### src/rtl/gpio_inpcond.sv
// Purpose: synchronise, debounce and event-detect GPIO pad inputs; sticky per-pin interrupt status and irq.
// Latency: a pad edge sampled at edge k reaches gpio_in_o at edge k+1+N, edge status at k+2+N (N = max(dbnc_cyc_i,1)).
// Backpressure: none; conditioning runs every cycle, status holds until written 1-to-clear.
module gpio_inpcond #(
    parameter int GPIO_NUM = 8,
    parameter int DBNC_W   = 16
) (
    input  logic                clk_i,
    input  logic                rst_i,
    input  logic [GPIO_NUM-1:0] gpio_in_i,
    input  logic [DBNC_W-1:0]   dbnc_cyc_i,
    input  logic [GPIO_NUM-1:0] inten_i,
    input  logic [GPIO_NUM-1:0] inttype0_i,
    input  logic [GPIO_NUM-1:0] inttype1_i,
    input  logic [GPIO_NUM-1:0] clr_i,
    output logic [GPIO_NUM-1:0] gpio_in_o,
    output logic [GPIO_NUM-1:0] int_status_o,
    output logic                irq_o
);

    logic [GPIO_NUM-1:0] r_s1;
    logic [GPIO_NUM-1:0] r_s2;
    logic [GPIO_NUM-1:0] r_filt;
    logic [GPIO_NUM-1:0] r_prev;
    logic [GPIO_NUM-1:0] r_status;
    logic [DBNC_W-1:0]   r_cnt [GPIO_NUM];

    logic [DBNC_W-1:0]   w_n_m1;
    logic [GPIO_NUM-1:0] w_event;

    // Terminal count N-1, where a programmed length of 0 behaves as 1.
    assign w_n_m1 = (dbnc_cyc_i == '0) ? '0 : (dbnc_cyc_i - DBNC_W'(1));

    // Two-flop synchroniser bringing the asynchronous pads into clk_i.
    always_ff @(posedge clk_i or posedge rst_i) begin
        if (rst_i) begin
            r_s1 <= '0;
            r_s2 <= '0;
        end else begin
            r_s1 <= gpio_in_i;
            r_s2 <= r_s1;
        end
    end

    // Per-pin debounce: filt follows s2 only after N consecutive mismatch cycles.
    // The >= compare lets a shortened length take effect immediately mid-count.
    always_ff @(posedge clk_i or posedge rst_i) begin
        if (rst_i) begin
            r_filt <= '0;
            for (int i = 0; i < GPIO_NUM; i++) begin
                r_cnt[i] <= '0;
            end
        end else begin
            for (int i = 0; i < GPIO_NUM; i++) begin
                if (r_s2[i] == r_filt[i]) begin
                    r_cnt[i] <= '0;
                end else if (r_cnt[i] >= w_n_m1) begin
                    r_filt[i] <= r_s2[i];
                    r_cnt[i]  <= '0;
                end else begin
                    r_cnt[i] <= r_cnt[i] + DBNC_W'(1);
                end
            end
        end
    end

    // Previous filtered value, used for edge detection.
    always_ff @(posedge clk_i or posedge rst_i) begin
        if (rst_i) begin
            r_prev <= '0;
        end else begin
            r_prev <= r_filt;
        end
    end

    // Per-pin event decode from {inttype1, inttype0}: level high/low, rising, falling.
    always_comb begin
        w_event = '0;
        for (int i = 0; i < GPIO_NUM; i++) begin
            case ({inttype1_i[i], inttype0_i[i]})
                2'b00:   w_event[i] = r_filt[i];
                2'b01:   w_event[i] = ~r_filt[i];
                2'b10:   w_event[i] = r_filt[i] & ~r_prev[i];
                default: w_event[i] = ~r_filt[i] & r_prev[i];
            endcase
        end
    end

    // Sticky status; a new enabled event wins over a simultaneous clear so none is lost.
    always_ff @(posedge clk_i or posedge rst_i) begin
        if (rst_i) begin
            r_status <= '0;
        end else begin
            r_status <= (r_status & ~clr_i) | (w_event & inten_i);
        end
    end

    assign gpio_in_o    = r_filt;
    assign int_status_o = r_status;
    assign irq_o        = |r_status;

endmodule

### config.mk
export PLATFORM = sky130hd
export DESIGN_NAME = gpio_inpcond
export DESIGN_NICKNAME = d
export VERILOG_FILES = /design/src/rtl/gpio_inpcond.sv
export SDC_FILE = /design/constraint.sdc
export NUM_CORES = 1
export LEC_CHECK = 0
export CAP_MARGIN = 20
export CORE_MARGIN = 10
export CORE_UTILIZATION = 65
export CTS_CLUSTER_SIZE = 30
export DETAILED_ROUTE_END_ITERATION = 8
export PLACE_DENSITY = 0.95
export SYNTH_ARGS = -nofsm -noshare
export SYNTH_HDL_FRONTEND = slang
export SYNTH_SLANG_ARGS = --single-unit
### constraint.sdc
create_clock -name clk_i -period 11.29 [get_ports clk_i]
set_input_delay 1.129 -clock clk_i [delete_from_list [all_inputs] [get_ports clk_i]]
set_output_delay 1.129 -clock clk_i [all_outputs]
set_load 0.02 [all_outputs]
==> flow_summary.json <==
{
  "outcome": "completed",
  "cts.root.buffer_cell": "clkbuf_16",
  "stdcell_count": 1430,
  "clock_area_share_pct": 5.075,
  "finalPower_uw": 1411,
  "fp-utilization_pct": 66.59,
  "gp_congestion": 0.8579,
  "grt_pass1_wl_um": 46280,
  "synth_cells": 1118,
  "design.core.area_um2": 16000,
  "period_needed_ns": 5.158,
  "ant_nets": 0,
  "grt_max_degree": 86,
  "sequential_cell_total": 168,
  "worstMarginPinSlew_ns": 0.8049,
  "syn-mean-instance-area_um2": 9.529,
  "slowest_stage": "nand2b_1",
  "hp-class": "reg -> reg",
  "first_iter_violations": 940,
  "dp_slack_ns": 6.001,
  "fp-row-count": 46,
  "ys_types": 45,
  "fillCellCount": 984,
  "buffer_area_share_pct": 6.668,
  "critPathMaxStageDelay_ns": 0.84,
  "tns_ns": 0,
  "drcViolationCount": 0,
  "n_all_inverters": 51,
  "synthArstFlopShare_pct": 100.0,
  "cp.required_ns": 11.64,
  "lay_top_cells": "168 x dfrtp_1, 138 x ha_1, 100 x nand2_1",
  "vias_per_cell": 6.539,
  "tool_warnings": 27,
  "wl_per_cell_um": 20.15,
  "synth.largest_area_cell": "dfrtp_1",
  "synth_flops": 168,
  "fin_util_pct": 76.58,
  "cp_top_family": "simple AND/OR/NAND/NOR gates",
  "taps": 216,
  "synthToLayoutAreaGrowth_pct": 15.01
}
path summary, 6_finish.rpt:
check,startpoint,endpoint,slack [ns],cells past startpoint
setup reg to reg,r_cnt[119]$_DFF_PP0_,r_cnt[123]$_DFF_PP0_,8.91,7
min in group asynchronous,rst_i,r_prev[2]$_DFF_PP0_,1.18,2
max in group asynchronous,rst_i,r_cnt[5]$_DFF_PP0_,8.99,4
hold reg to reg,r_s1[0]$_DFF_PP0_,r_s2[0]$_DFF_PP0_,0.35,0
hold / removal,r_s1[0]$_DFF_PP0_,r_s2[0]$_DFF_PP0_,0.35,0
setup / recovery,dbnc_cyc_i[8],r_cnt[11]$_DFF_PP0_,6.13,12
power breakdown:
| part | internal [uW] | leakage (uW) | switching (uW) | total, uW |
|---|---|---|---|---|
| Sequential | 614 | 0.00228 | 14.9 | 629 |
| Clock | 375 | 0.000296 | 246 | 622 |
| Combinational | 66.2 | 0.00317 | 94.3 | 160 |
layer usage:
| metal | track usage [%] | routed length (um) | vias up | share of wire, % |
|---|---|---|---|---|
| met2 | 43.54 | 14050 | 537 | 49 |
| met4 | 16.35 | 1695 | 0 | 5.9 |
| met3 | 5.830 | 2179 | 168 | 7.6 |
| li1 | - | - | 4178 | - |
| met5 | 0 | 0 | - | 0 |
| met1 | 30.00 | 10900 | 4468 | 38 |
logic make-up after synthesis:
family	count (synthesis)	share of synthesized area, %
AND/OR/NAND/NOR	463	21.82
multiplexers	8	0.8456
buffers and inverters	68	2.877
XOR/XNOR	132	10.85
AND-OR/OR-AND	141	7.939
flip-flops	168	39.46
adder cells (fa/ha/maj)	138	16.21
flip-flops by register name, summed over array words and instances (netlist names):
register	cells
r_s1	8
int_status_o	8
r_s2	8
r_cnt	128
r_prev	8
gpio_in_o	8
### Cell density map

Scale bar: 50 um. 15 x 15 tiles, from dark purple (low) to yellow (high), 0 to 100% covered.
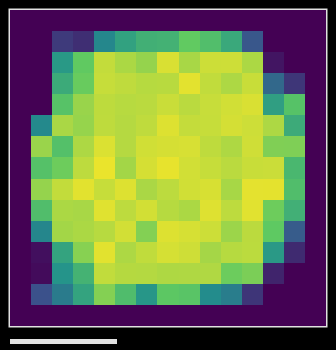
tiles over 75% full: 50%
densest ninth of the die: center
nearly empty tiles: 29%

### The clock network

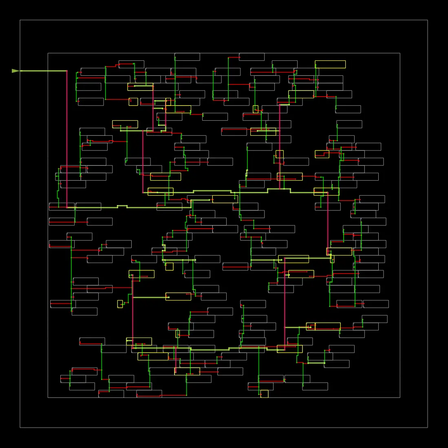
Max Clock Skew: 0.007402 ns
clk_lat worst skew: 0.44 ns
clock sink count: 168
Power Clock: 622 uW
clock buf count: 20

No activity file was given, so power comes from the tool's default toggle rates.
